## config.mk

```make
export PLATFORM = sky130hd
export DESIGN_NAME = display_scan_module
export DESIGN_NICKNAME = d
export VERILOG_FILES = /design/src/rtl/display_scan_module_pkg.sv /design/src/rtl/display_scan_module_seg7.sv /design/src/rtl/display_scan_module.sv
export SDC_FILE = /design/constraint.sdc
export NUM_CORES = 1
export LEC_CHECK = 0
export ABC_AREA = 1
export CAP_MARGIN = 0
export CELL_PAD_IN_SITES_DETAIL_PLACEMENT = 0
export CELL_PAD_IN_SITES_GLOBAL_PLACEMENT = 1
export CORE_ASPECT_RATIO = 1.2
export CORE_MARGIN = 5
export CORE_UTILIZATION = 33
export DETAILED_ROUTE_END_ITERATION = 12
export GPL_TIMING_DRIVEN = 0
export MAX_ROUTING_LAYER = met4
export PLACE_DENSITY_LB_ADDON = 0.1
export SLEW_MARGIN = 20
export SYNTH_ARGS = -nofsm -noshare
export SYNTH_HDL_FRONTEND = slang
export SYNTH_HIERARCHICAL = 1
export SYNTH_SLANG_ARGS = --single-unit
```

## constraint.sdc

```tcl
create_clock -name CLK -period 8 [get_ports CLK]
set_input_delay 1.6 -clock CLK [delete_from_list [all_inputs] [get_ports CLK]]
set_output_delay 1.6 -clock CLK [all_outputs]
set_load 0.02 [all_outputs]
```

## src/rtl/display_scan_module_pkg.sv

```systemverilog
// Shared display constants: active-low hex glyphs, blank pattern, blink phase.
package display_scan_module_pkg;

  // Segment order is {dp, g, f, e, d, c, b, a}; every glyph has dp off.
  localparam logic [7:0] SEG_HEX_0 = 8'hC0;
  localparam logic [7:0] SEG_HEX_1 = 8'hF9;
  localparam logic [7:0] SEG_HEX_2 = 8'hA4;
  localparam logic [7:0] SEG_HEX_3 = 8'hB0;
  localparam logic [7:0] SEG_HEX_4 = 8'h99;
  localparam logic [7:0] SEG_HEX_5 = 8'h92;
  localparam logic [7:0] SEG_HEX_6 = 8'h82;
  localparam logic [7:0] SEG_HEX_7 = 8'hF8;
  localparam logic [7:0] SEG_HEX_8 = 8'h80;
  localparam logic [7:0] SEG_HEX_9 = 8'h90;
  localparam logic [7:0] SEG_HEX_A = 8'h88;
  localparam logic [7:0] SEG_HEX_B = 8'h83;
  localparam logic [7:0] SEG_HEX_C = 8'hC6;
  localparam logic [7:0] SEG_HEX_D = 8'hA1;
  localparam logic [7:0] SEG_HEX_E = 8'h86;
  localparam logic [7:0] SEG_HEX_F = 8'h8E;

  // All segments and the decimal point dark.
  localparam logic [7:0] SEG_BLANK = 8'hFF;

  // AND mask that lights the decimal point (bit 7 low).
  localparam logic [7:0] SEG_DP_MASK = 8'h7F;

  typedef enum logic {
    PHASE_ON  = 1'b0,
    PHASE_OFF = 1'b1
  } blink_phase_e;

endpackage

```

## src/rtl/display_scan_module_seg7.sv

```systemverilog
// Combinational hex nibble to active-low 7-segment glyph decoder.
module seg7_hex_decode
  import display_scan_module_pkg::*;
(
  input  logic [3:0] nibble,
  output logic [7:0] glyph
);

  // Map each nibble value onto its glyph constant.
  always_comb begin
    glyph = SEG_BLANK;
    case (nibble)
      4'h0: glyph = SEG_HEX_0;
      4'h1: glyph = SEG_HEX_1;
      4'h2: glyph = SEG_HEX_2;
      4'h3: glyph = SEG_HEX_3;
      4'h4: glyph = SEG_HEX_4;
      4'h5: glyph = SEG_HEX_5;
      4'h6: glyph = SEG_HEX_6;
      4'h7: glyph = SEG_HEX_7;
      4'h8: glyph = SEG_HEX_8;
      4'h9: glyph = SEG_HEX_9;
      4'hA: glyph = SEG_HEX_A;
      4'hB: glyph = SEG_HEX_B;
      4'hC: glyph = SEG_HEX_C;
      4'hD: glyph = SEG_HEX_D;
      4'hE: glyph = SEG_HEX_E;
      4'hF: glyph = SEG_HEX_F;
      default: glyph = SEG_BLANK;
    endcase
  end

endmodule

```

## src/rtl/display_scan_module.sv

```systemverilog
// Multiplexed 7-segment scanner with frame-synchronous double buffering,
// leading-zero blanking and whole-display blink.
module display_scan_module
  import display_scan_module_pkg::*;
#(
  parameter int DIGITS       = 8,
  parameter int CLK_DIV      = 1000,
  parameter int BLINK_FRAMES = 64
) (
  input  logic                  CLK,
  input  logic                  RST,
  input  logic [4*DIGITS-1:0]   data_in,
  input  logic [DIGITS-1:0]     dp_in,
  input  logic                  load,
  input  logic                  blink_en,
  output logic                  pending,
  output logic [7:0]            SEG,
  output logic [DIGITS-1:0]     AN,
  output logic                  frame_done
);

  localparam int IDX_W = $clog2(DIGITS);
  localparam int PRE_W = $clog2(CLK_DIV);
  localparam int BLK_W = $clog2(BLINK_FRAMES + 1);
  localparam logic [IDX_W-1:0] IDX_LAST = IDX_W'(DIGITS - 1);
  localparam logic [PRE_W-1:0] PRE_LAST = PRE_W'(CLK_DIV - 1);
  localparam logic [BLK_W-1:0] BLK_LAST = BLK_W'(BLINK_FRAMES - 1);

  logic [PRE_W-1:0]    presc_q, presc_d;
  logic [IDX_W-1:0]    idx_q, idx_d;
  logic [4*DIGITS-1:0] shadow_data_q, shadow_data_d;
  logic [DIGITS-1:0]   shadow_dp_q, shadow_dp_d;
  logic [4*DIGITS-1:0] disp_data_q, disp_data_d;
  logic [DIGITS-1:0]   disp_dp_q, disp_dp_d;
  logic                pending_q, pending_d;
  logic [BLK_W-1:0]    blk_cnt_q, blk_cnt_d;
  blink_phase_e        phase_q, phase_d;
  logic [7:0]          seg_q, seg_d;
  logic [DIGITS-1:0]   an_q, an_d;
  logic                frame_done_q, frame_done_d;

  logic                tick;
  logic                boundary;
  logic [3:0]          cur_nib;
  logic                cur_dp;
  logic                lead_zero;
  logic [7:0]          glyph;

  assign tick     = (presc_q == PRE_LAST);
  assign boundary = tick && (idx_q == IDX_LAST);

  // Select the current digit and decide whether it is a leading zero
  // (it and every higher digit carry neither a nonzero nibble nor a dp).
  always_comb begin
    cur_nib   = 4'h0;
    cur_dp    = 1'b0;
    lead_zero = (idx_q != '0);
    for (int i = 0; i < DIGITS; i++) begin
      if (IDX_W'(i) == idx_q) begin
        cur_nib = disp_data_q[4*i +: 4];
        cur_dp  = disp_dp_q[i];
      end
      if ((IDX_W'(i) >= idx_q) &&
          ((disp_data_q[4*i +: 4] != 4'h0) || disp_dp_q[i])) begin
        lead_zero = 1'b0;
      end
    end
  end

  seg7_hex_decode u_decode (
    .nibble (cur_nib),
    .glyph  (glyph)
  );

  // Next-state: scan timing, shadow/display buffering, blink and outputs.
  always_comb begin
    presc_d       = tick ? '0 : presc_q + 1'b1;
    idx_d         = idx_q;
    shadow_data_d = shadow_data_q;
    shadow_dp_d   = shadow_dp_q;
    disp_data_d   = disp_data_q;
    disp_dp_d     = disp_dp_q;
    pending_d     = pending_q;
    blk_cnt_d     = blk_cnt_q;
    phase_d       = phase_q;
    frame_done_d  = boundary;

    if (tick) begin
      idx_d = (idx_q == IDX_LAST) ? '0 : idx_q + 1'b1;
    end

    if (load) begin
      shadow_data_d = data_in;
      shadow_dp_d   = dp_in;
    end

    // A load landing on the boundary bypasses the shadow so it is never
    // held back a whole extra frame.
    if (boundary && load) begin
      disp_data_d = data_in;
      disp_dp_d   = dp_in;
      pending_d   = 1'b0;
    end else if (boundary && pending_q) begin
      disp_data_d = shadow_data_q;
      disp_dp_d   = shadow_dp_q;
      pending_d   = 1'b0;
    end else if (load) begin
      pending_d = 1'b1;
    end

    if (boundary) begin
      blk_cnt_d = (blk_cnt_q == BLK_LAST) ? '0 : blk_cnt_q + 1'b1;
    end

    if (!blink_en) begin
      phase_d = PHASE_ON;
    end else if (boundary && (blk_cnt_q == BLK_LAST)) begin
      phase_d = (phase_q == PHASE_ON) ? PHASE_OFF : PHASE_ON;
    end

    seg_d = cur_dp ? (glyph & SEG_DP_MASK) : glyph;
    if ((blink_en && (phase_q == PHASE_OFF)) || lead_zero) begin
      an_d = '1;
    end else begin
      an_d = ~(DIGITS'(1) << idx_q);
    end
  end

  // State register; reset clears everything to a dark, idle display of 0.
  always_ff @(posedge CLK or posedge RST) begin
    if (RST) begin
      presc_q       <= '0;
      idx_q         <= '0;
      shadow_data_q <= '0;
      shadow_dp_q   <= '0;
      disp_data_q   <= '0;
      disp_dp_q     <= '0;
      pending_q     <= 1'b0;
      blk_cnt_q     <= '0;
      phase_q       <= PHASE_ON;
      seg_q         <= SEG_BLANK;
      an_q          <= '1;
      frame_done_q  <= 1'b0;
    end else begin
      presc_q       <= presc_d;
      idx_q         <= idx_d;
      shadow_data_q <= shadow_data_d;
      shadow_dp_q   <= shadow_dp_d;
      disp_data_q   <= disp_data_d;
      disp_dp_q     <= disp_dp_d;
      pending_q     <= pending_d;
      blk_cnt_q     <= blk_cnt_d;
      phase_q       <= phase_d;
      seg_q         <= seg_d;
      an_q          <= an_d;
      frame_done_q  <= frame_done_d;
    end
  end

  assign pending    = pending_q;
  assign SEG        = seg_q;
  assign AN         = an_q;
  assign frame_done = frame_done_q;

endmodule

```

Fig. 1: run 1, cells by drive strength
The bar under the picture is 50 um long.
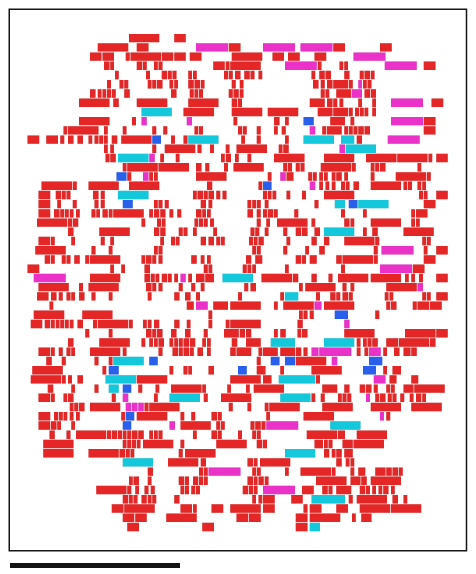
[drive 3 to 4] blue | cells: 17
[drive 1 or less] red | cells: 823
[drive 2] magenta | cells: 42
[drive 6 and up] cyan | cells: 25

Fig. 2: run 1, sequential cells grouped by signal name
The bar under the picture is 50 um long. Other sequential cells in the stronger gray, the rest of the logic in the fainter gray.
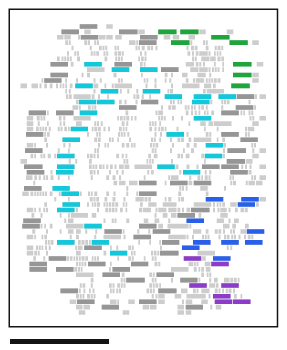
[presc_q] blue | placed flops: 10 | where: south-east
[disp_data_q] cyan | placed flops: 32
[SEG] green | placed flops: 8 | where: north-east
[blk_cnt_q] purple | placed flops: 7 | where: south-east
flop share of the area: 39.41%
sequential cell power: 0.625 mW
Post-Route Utilization: 41.70%
Flop area: 2998 um2

==> ci_impl_report.md, run 1 <==
### Yosys + OpenROAD results

| Metric | Value |
|---|---|
| WL final | `16,020 um` |
| Most Frequent Cell on Critical Path | `clkbuf_1` |
| Die height | `roughly 160 um` |
| Routed Antenna Nets | `0` |
| Area delta synth->final | `24.16%` |
| Root Driver | `clkbuf_16` |
| Number of max-cap violations | `0` |
| Top Layer Used | `met4` |
| RSZ-0062 raised after global routing | `false` |
| HPWL after DPL | `around 12,000 um` |
| Met2 wire len | `between 7000 and 8000 um` |
| Worst Skew | `between 7 and 8 ps` |
| Post-DR wirelength/cell | `14.16 um` |
| Vias in the first global route | `just over 5,000` |
| Bufs and invs on worst path | `4` |
| Fillers | `approximately 1,900` |
| Clock Path Buffers | `2` |
| Core area | `18,240 um2` |
| Late-Pin Clk Latency | `about 420 ps` |
| Antenna cell count | `0` |
| RD Place Congestion | `approximately 0.84` |
| Pre-Place Util | `about a third` |
| Syn avg cell area | `~7.5 um2` |
| Register area share after synthesis | `48.93%` |
| Status | `finished clean` |
| Logic area | `2454 um2` |
| Primary FF master, synth | `dfrtp_1` |
| Chip footprint | `21,400 um2` |
| Row cnt | `around 54` |
| Crit. Startpoint | `load` |
| Crit Path Category | `input pin to flip-flop` |
| Pwr Density | `around 190 nW/um2` |
| Pre-Repair DR Iteration Count | `4` |
| Number of enable flip-flop cells | `0` |
| Distinct lib cells | `36` |
| Share of cells above drive strength 1 | `under 10%` |
| Critical path's slowest cell | `clkdlybuf4s50_1` |
| Post-layout period usage | `41.41%` |
| TNS Setup | `0 ps` |
| Vias post-DR | `5,212` |
| Fmax achieved | `around 300 MHz` |
| Min-Delay Startpoint | `presc_q[0]$_DFF_PP0_` |
| Post-Syn Area | `6127 um2` |
| CTS tree | `yes` |
| Crit-path max cell delay | `about 540 ps` |
| Clk sink count | `119` |
| Crit end category | `flip-flop` |
| Gr usage total | `approximately 16%` |
| Initial detailed-routing violation count | `~300` |
| Headroom to the max-slew limit | `between 50% and 60%` |
| Endpoints failing hold | `0` |
| Peak VDD IR | `roughly 0.00013 V` |
| Post-CTS Hold Buffers | `0` |
| Placed Area | `slightly above 7000 um2` |
| I/O Buffers | `about 61` |
| Yosys reg bits | `119` |
| OpenROAD warning count | `36` |
| CP Cell Sequence | `clkdlybuf4s50_1 -> buf_2 -> clkbuf_1 -> clkbuf_1 -> nand2_1 -> o21ai_0` |
| Metal3 WL | `between 500 and 600 um` |
| Yosys chip area | `between 6000 and 7000 um2` |
| Pwr Total | `1.431 mW` |
| Io pins | `~62` |
| Crit start category | `input pin` |
| Vias/cell | `~4.6` |
| Resize count post-CTS | `0` |
| CP required | `around 8300 ps` |
| Family with the most delay on the worst path | `buffers and inverters` |
| Worst R2R Start | `idx_q[1]$_DFFE_PP0N_` |
| Fin nets | `around 950` |
| Async S/R FF share, synth | `100.0%` |
| Slew Limit Fails | `0` |
| Post-CTS Setup Inserts | `0` |
| Slew of the pin with the lowest slew margin | `619.1 ps` |
| Design Area, Final | `around 7600 um2` |
| Initial antenna violation count | `0` |
| Post-route DRC | `0` |
| # setup viols final | `0` |
| Yosys warnings | `6` |
| Die width | `~130 um` |
| Post-Layout Cell Count | `1,131` |
| Post-Route M1 WL | `~7400 um` |
| CTS buffer count | `17` |
| H-tree Lvls | `4` |
| Dpl cells | `1,099` |
| Wire length of the first global-routing pass | `roughly 26,000 um` |
| Crit path DAT | `between 3000 and 4000 ps` |
| Clock Pin Slew Worst Setup and Hold Paths | `approximately 60 ps` |
| Cell count in the Yosys report | `813` |
| Largest net degree at the start of global routing | `66` |
| Syn Nets | `872` |
| Min cycle time layout | `between 3000 and 4000 ps` |
| Pleak | `around 4 nW` |
| Cells after Synth | `813` |
| Gr ovfl total | `0` |
| Type of the worst min-delay path | `flip-flop to flip-flop` |
| Crit Path Max Fanout | `10` |
Fig. 3: run 1, cells colored by class
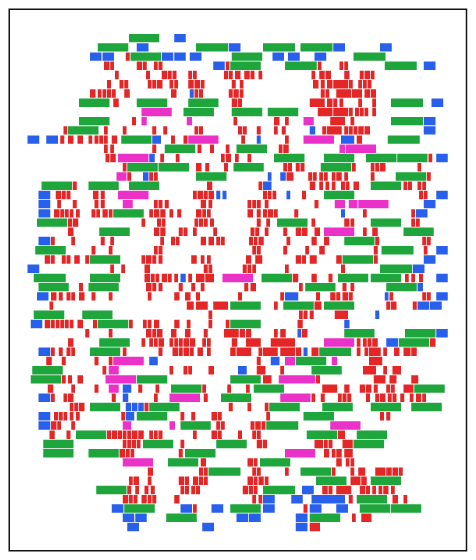
[other buffers and delay cells] blue | cells: 93 | share of their area: 11%
[clock drivers and dummy loads] magenta | cells: 32 | share of their area: 7.6%
[all other logic] red | cells: 663 | share of their area: 40%
[flops] green | cells: 119 | share of their area: 41%

Fig. 4: run 1, clock network drawn from the DEF
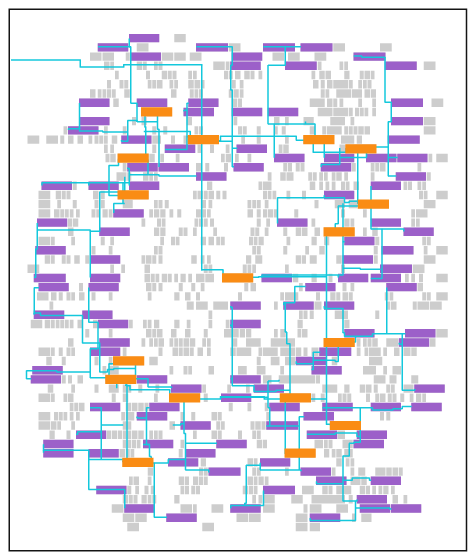
[flip-flops] purple | count: 119
[cells driving clock nets] orange | count: 17
[clock wires] cyan | length: 1,860 um
flops lie: widely spread
routed clock nets: 18
clock power share: 50.6%
Clock net power: 0.724 mW

run 1: stage by stage:
stage               hold slack [ps]  setup WS (ps)
floorplan                     432.9           3269
global route                  498.1           4483
detailed placement            457.0           4197
CTS                           467.4           4634
global placement              445.2           1406
finish                        458.4           4687
run 1: path summary, 6_finish.rpt:
kind                                           endpoint  slack [ps]  cells past startpoint
setup / recovery           shadow_data_q[2]$_DFFE_PP0P_        4690                      6
hold / removal                     presc_q[0]$_DFF_PP0_         460                      1
setup reg to reg                       SEG[3]$_DFF_PP1_        5340                     17
hold reg to reg                    presc_q[0]$_DFF_PP0_         460                      1
max in group asynchronous              SEG[4]$_DFF_PP1_        5630                      3
min in group asynchronous    shadow_dp_q[4]$_DFFE_PP0P_        1620                      2
run 1: Yosys cell counts (2+ instances only):
cell | number | share of area, %
dfstp_2 | 16 | 6.9
buf_2 | 11 | 0.90
nand2_2 | 2 | 0.20
nand4_1 | 5 | 0.51
nand3b_1 | 3 | 0.37
o21ai_0 | 70 | 5.7
inv_1 | 129 | 7.9
nand3_1 | 68 | 5.6
nor2_4 | 2 | 0.37
a21oi_1 | 13 | 1.1
a31oi_1 | 2 | 0.20
xor2_1 | 4 | 0.57
nor3_1 | 4 | 0.33
buf_6 | 2 | 0.37
nand2_1 | 286 | 18
nand3_2 | 2 | 0.33
inv_2 | 3 | 0.18
buf_4 | 7 | 0.86
o31ai_1 | 2 | 0.24
ha_1 | 15 | 3.1
dfrtp_1 | 103 | 42
clkbuf_1 | 11 | 0.67
nor2_1 | 40 | 2.5
run 1: routing by layer:
metal | vias up | track usage, %
li1 | 2661 | -
met1 | 2442 | 20.02
met2 | 88 | 25.57
met3 | 21 | 3.508
met4 | 0 | 5.417
met5 | - | -
run 1: cells in the final DEF (no fill, tap or decap), drive strengths merged:
cell type        n
nand2          289
inv            134
dfrtp          103
o21ai           72
nand3           70
clkdlybuf4s50   61
nor2            43
clkbuf          28
buf             21
dfstp           16
ha              15
a21oi           13
clkinv          12
nand4            5
nor3             5
xor2             4
nand3b           3
o31ai            2
a31oi            2
clkinvlp         2
o21a             1
xnor2            1
nor4             1
and3             1
nor3b            1
bufinv           1
conb             1
run 1: final cells by class:
type / count / area share, %
buffer: 31 / 2.253
sequential: 119 / 39.41
multi-input combinational: 529 / 32.25
timing repair buffer: 62 / 8.388
clock inverter: 15 / 1.727
clock buffer: 17 / 5.592
tap: 224 / 3.684
inverter: 134 / 6.694
run 1: where the power goes:
| part | switching (mW) | internal, mW |
|---|---|---|
| Sequential | 0.00442 | 0.621 |
| Combinational | 0.0471 | 0.0345 |
| Clock | 0.297 | 0.427 |
run 1: registers in the layout (all words and copies together) (netlist names):
name	cells
shadow_data_q	32
presc_q	10
idx_q	3
SEG	8
frame_done	1
phase_q	1
blk_cnt_q	7
pending	1
AN	8
shadow_dp_q	8
disp_data_q	32
disp_dp_q	8
run 1: logic make-up after synthesis:
group,after synthesis,synth area share (%)
buffers and inverters,165,11.03
XOR/XNOR,5,0.7147
other,1,0.06120
AND-OR/OR-AND,90,7.576
adder cells (fa/ha/maj),15,3.063
AND/OR/NAND/NOR,418,28.63
flip-flops,119,48.93
--- run 2 (diff from run 1) ---
==> constraint.sdc (replaced) <==
create_clock -name CLK -period 3.2 [get_ports CLK]
set_input_delay 0.64 -clock CLK [delete_from_list [all_inputs] [get_ports CLK]]
set_output_delay 0.64 -clock CLK [all_outputs]
set_load 0.02 [all_outputs]
Fig. 5: run 2, clock network drawn from the DEF
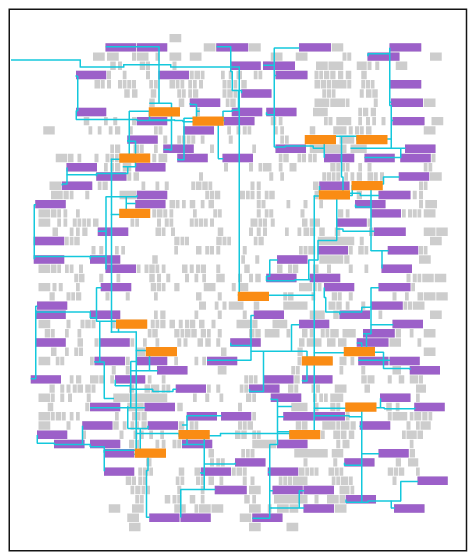
[cells driving clock nets] orange | count: 17
[flip-flops] purple | count: 119
[clock wires] cyan | length: 1,760 um
flops lie: widely spread
routed clock nets: 18
Late-Pin Clk Latency: 420 ps
Worst Skew: 6.093 ps
Clock net power: 1.98 mW
clock power share: 52.7%

==> run 2 against run 1 <==
Routed wire length fell by 1.1%; register-to-register slack worse by 4900 ps; largest cell class unchanged; clock skew is 1.7 ps lower; utilization rose by 0.71 points; sequential cell count unchanged; combinational power rose to 2.6 times the previous value; synthesized area is the same; power rose to 2.6 times the previous value; first-iteration DRC count unchanged; cell count grew 0.27%.
==> ci_impl_report.md, run 2 <==
### Yosys + OpenROAD results

| Metric | Value |
|---|---|
| Initial antenna violation count | `0` |
| Post-Syn Area | `about 6100 um2` |
| CTS buffer count | `17` |
| Die width | `~130 um` |
| Clock Pin Slew Worst Setup and Hold Paths | `~50 ps` |
| Endpoints failing hold | `0` |
| Vias/cell | `4.530` |
| Largest net degree at the start of global routing | `35` |
| Fmax achieved | `around 370 MHz` |
| WL final | `approximately 16,000 um` |
| Pwr Density | `roughly 490 nW/um2` |
| Area delta synth->final | `26.26%` |
| Vias in the first global route | `around 5,300` |
| # setup viols final | `0` |
| Cell count in the Yosys report | `813` |
| Yosys warnings | `6` |
| Cell area leaders | `dfrtp_1 (42%), nand2_1 (18%), inv_1 (7.9%)` |
| Busiest grt layer | `met2` |
| Pwr Total | `approximately 3.8 mW` |
| Clk sink count | `around 120` |
| Top cells by count | `nand2_1 (286), inv_1 (129), dfrtp_1 (103)` |
| Crit Path Category | `flip-flop to flip-flop` |
| Dominant cell by count in the synthesized netlist | `nand2_1` |
| Syn Nets | `872` |
| Slew Limit Fails | `0` |
| RSZ-0062 raised after global routing | `false` |
| Post-CTS Hold Buffers | `0` |
| H-tree Lvls | `4` |
| Pre-Place Util | `approximately 34%` |
| Status | `finished clean` |
| Fin nets | `around 960` |
| Crit path DAT | `3080 ps` |
| Die height | `around 160 um` |
| Post-route DRC | `0` |
| Core area | `between 15,000 and 20,000 um2` |
| Routed Antenna Nets | `0` |
| Grt met1 use | `20.58%` |
| RD Place Congestion | `slightly below 0.9` |
| Number of enable flip-flop cells | `0` |
| Vias post-DR | `~5,100` |
| Row cnt | `54` |
| Top Layout Cells | `nand2_1 (286), inv_1 (128), dfrtp_1 (103)` |
| Pre-Repair DR Iteration Count | `5` |
| Type of the worst min-delay path | `flip-flop to flip-flop` |
| Family with the most delay on the worst path | `simple AND/OR/NAND/NOR gates` |
| CP Cell Sequence | `inv_1 -> ha_1 -> nand2_1 -> nor2_1 -> nand2_1 -> nand3_1 -> nand2_1 -> nand2_1 -> nand2_1 -> nand2_1 -> nand2_1 -> nand2_1 -> inv_1 -> ha_1 -> nand2_1 -> nand3_1 -> nand2_1` |
| Primary FF master, synth | `dfrtp_1` |
| TNS Setup | `0 ps` |
| Yosys top cell by area | `dfrtp_1` |
| Gr usage total | `16.35%` |
| Gr ovfl total | `0` |
| Pleak | `approximately 4 nW` |
| Min cycle time layout | `2724 ps` |
| Async S/R FF share, synth | `100.0%` |
| CP required | `~3600 ps` |
| Chip footprint | `21,400 um2` |
| Top Registers | `disp_data_q (32), shadow_data_q (32), presc_q (10)` |
| Yosys chip area | `between 6000 and 7000 um2` |
| Crit end category | `flip-flop` |
| Slew of the pin with the lowest slew margin | `about 610 ps` |
| HPWL after DPL | `between 10,000 and 15,000 um` |
| Number of max-cap violations | `0` |
| Initial detailed-routing violation count | `approximately 300` |
| Most Frequent Cell on Critical Path | `nand2_1` |
| Syn avg cell area | `roughly 7.5 um2` |
| Clock Path Buffers | `2` |
| OpenROAD warning count | `36` |
| Root Driver | `clkbuf_16` |
| Antenna cell count | `0` |
| Yosys reg bits | `119` |
| Headroom to the max-slew limit | `59.15%` |
| Io pins | `~62` |
| Top cell area share | `between 40 and 50%` |
| Distinct lib cells | `36` |
| Peak VDD IR | `around 0.00035 V` |
| Wire length of the first global-routing pass | `between 20,000 and 30,000 um` |
| Share of cells above drive strength 1 | `around a tenth` |
| Cells after Synth | `just over 800` |
| CTS tree | `yes` |
| Crit Path Max Fanout | `8` |
| Most frequent logic cell in the layout | `nand2_1` |
| Final WS setup | `approximately 480 ps` |
| Register area share after synthesis | `just under 50%` |
| DP Worst Slack | `~360 ps` |
| Resize count post-CTS | `0` |
| Met3 GRT Util | `~3%` |
| Post-DR wirelength/cell | `around 14 um` |
| M2 GR Usage | `approximately 26%` |
| Post-CTS Setup Inserts | `0` |
| Bufs and invs on worst path | `2` |
| Post-layout period usage | `approximately 85%` |
| Crit start category | `flip-flop` |
| Crit-path max cell delay | `between 400 and 500 ps` |
| I/O Buffers | `approximately 61` |
| Critical path's slowest cell | `dfrtp_1` |
-- run 2: cell counts after synthesis --
Identical to the previous run, type by type.
-- run 2: layer usage --
layer / wire, um / up-vias
met2: 7718 / 87
li1: - / 2663
met1: 7239 / 2360
met3: 486 / 27
met5: 0 / -
met4: 386 / 0
-- run 2: worst register-to-register path, cell delays in order, from the launching register on --
cell	delay, ps
dfrtp_1	480
inv_1	210
ha_1	320
nand2_1	110
nor2_1	170
nand2_1	80
nand3_1	80
nand2_1	70
nand2_1	80
nand2_1	60
nand2_1	70
nand2_1	50
nand2_1	170
inv_1	140
ha_1	340
nand2_1	70
nand3_1	80
nand2_1	70
-- run 2: logic make-up after synthesis --
kind of cell	share of synthesized area, %
compound gates	7.576
simple gates	28.63
flops	48.93
other cells	0.06120
buf+inv	11.03
fa+ha+maj	3.063
xor+xnor	0.7147
-- run 2: final timing paths --
kind,startpoint,endpoint,slack (ps),cells past startpoint
worst max-delay path,idx_q[1]$_DFFE_PP0N_,SEG[3]$_DFF_PP1_,480,17
worst min-delay path,presc_q[0]$_DFF_PP0_,presc_q[0]$_DFF_PP0_,460,1
worst max register to register,idx_q[1]$_DFFE_PP0N_,SEG[3]$_DFF_PP1_,480,17
worst min register to register,presc_q[0]$_DFF_PP0_,presc_q[0]$_DFF_PP0_,460,1
max in group asynchronous,RST,shadow_data_q[15]$_DFFE_PP0P_,1940,4
min in group asynchronous,RST,presc_q[0]$_DFF_PP0_,570,2
-- run 2: metrics by stage --
| step | instances | cell area (um2) | hold slack [ps] | util (%) |
|---|---|---|---|---|
| floorplan | 813 | 6131 | 432.9 | - |
| global placement | 1098 | 7022 | 446.5 | 38.49 |
| detailed placement | 1102 | 7117 | 454.0 | 39.01 |
| CTS | 1134 | 7736 | 461.3 | 42.41 |
| global route | 1134 | 7736 | 479.5 | 42.41 |
| finish | 1134 | 7736 | 461.1 | 42.41 |
-- run 2: cell type report --
cell class	instances	area, um2
inverters	134	508.0
fillers	1926	10510
repair buffers	65	705.7
flip-flops and latches	119	2998
plain buffers	31	171.4
well taps	224	280.3
multi-input cells	529	2454
clock buffers	24	501.7
clock inverters	8	117.6
-- run 2: report_power, final --
| group | internal [mW] | switching, mW |
|---|---|---|
| Sequential | 1.55 | 0.0112 |
| Combinational | 0.0945 | 0.120 |
| Clock | 1.32 | 0.660 |
Power is estimated from default activity; no workload was simulated.
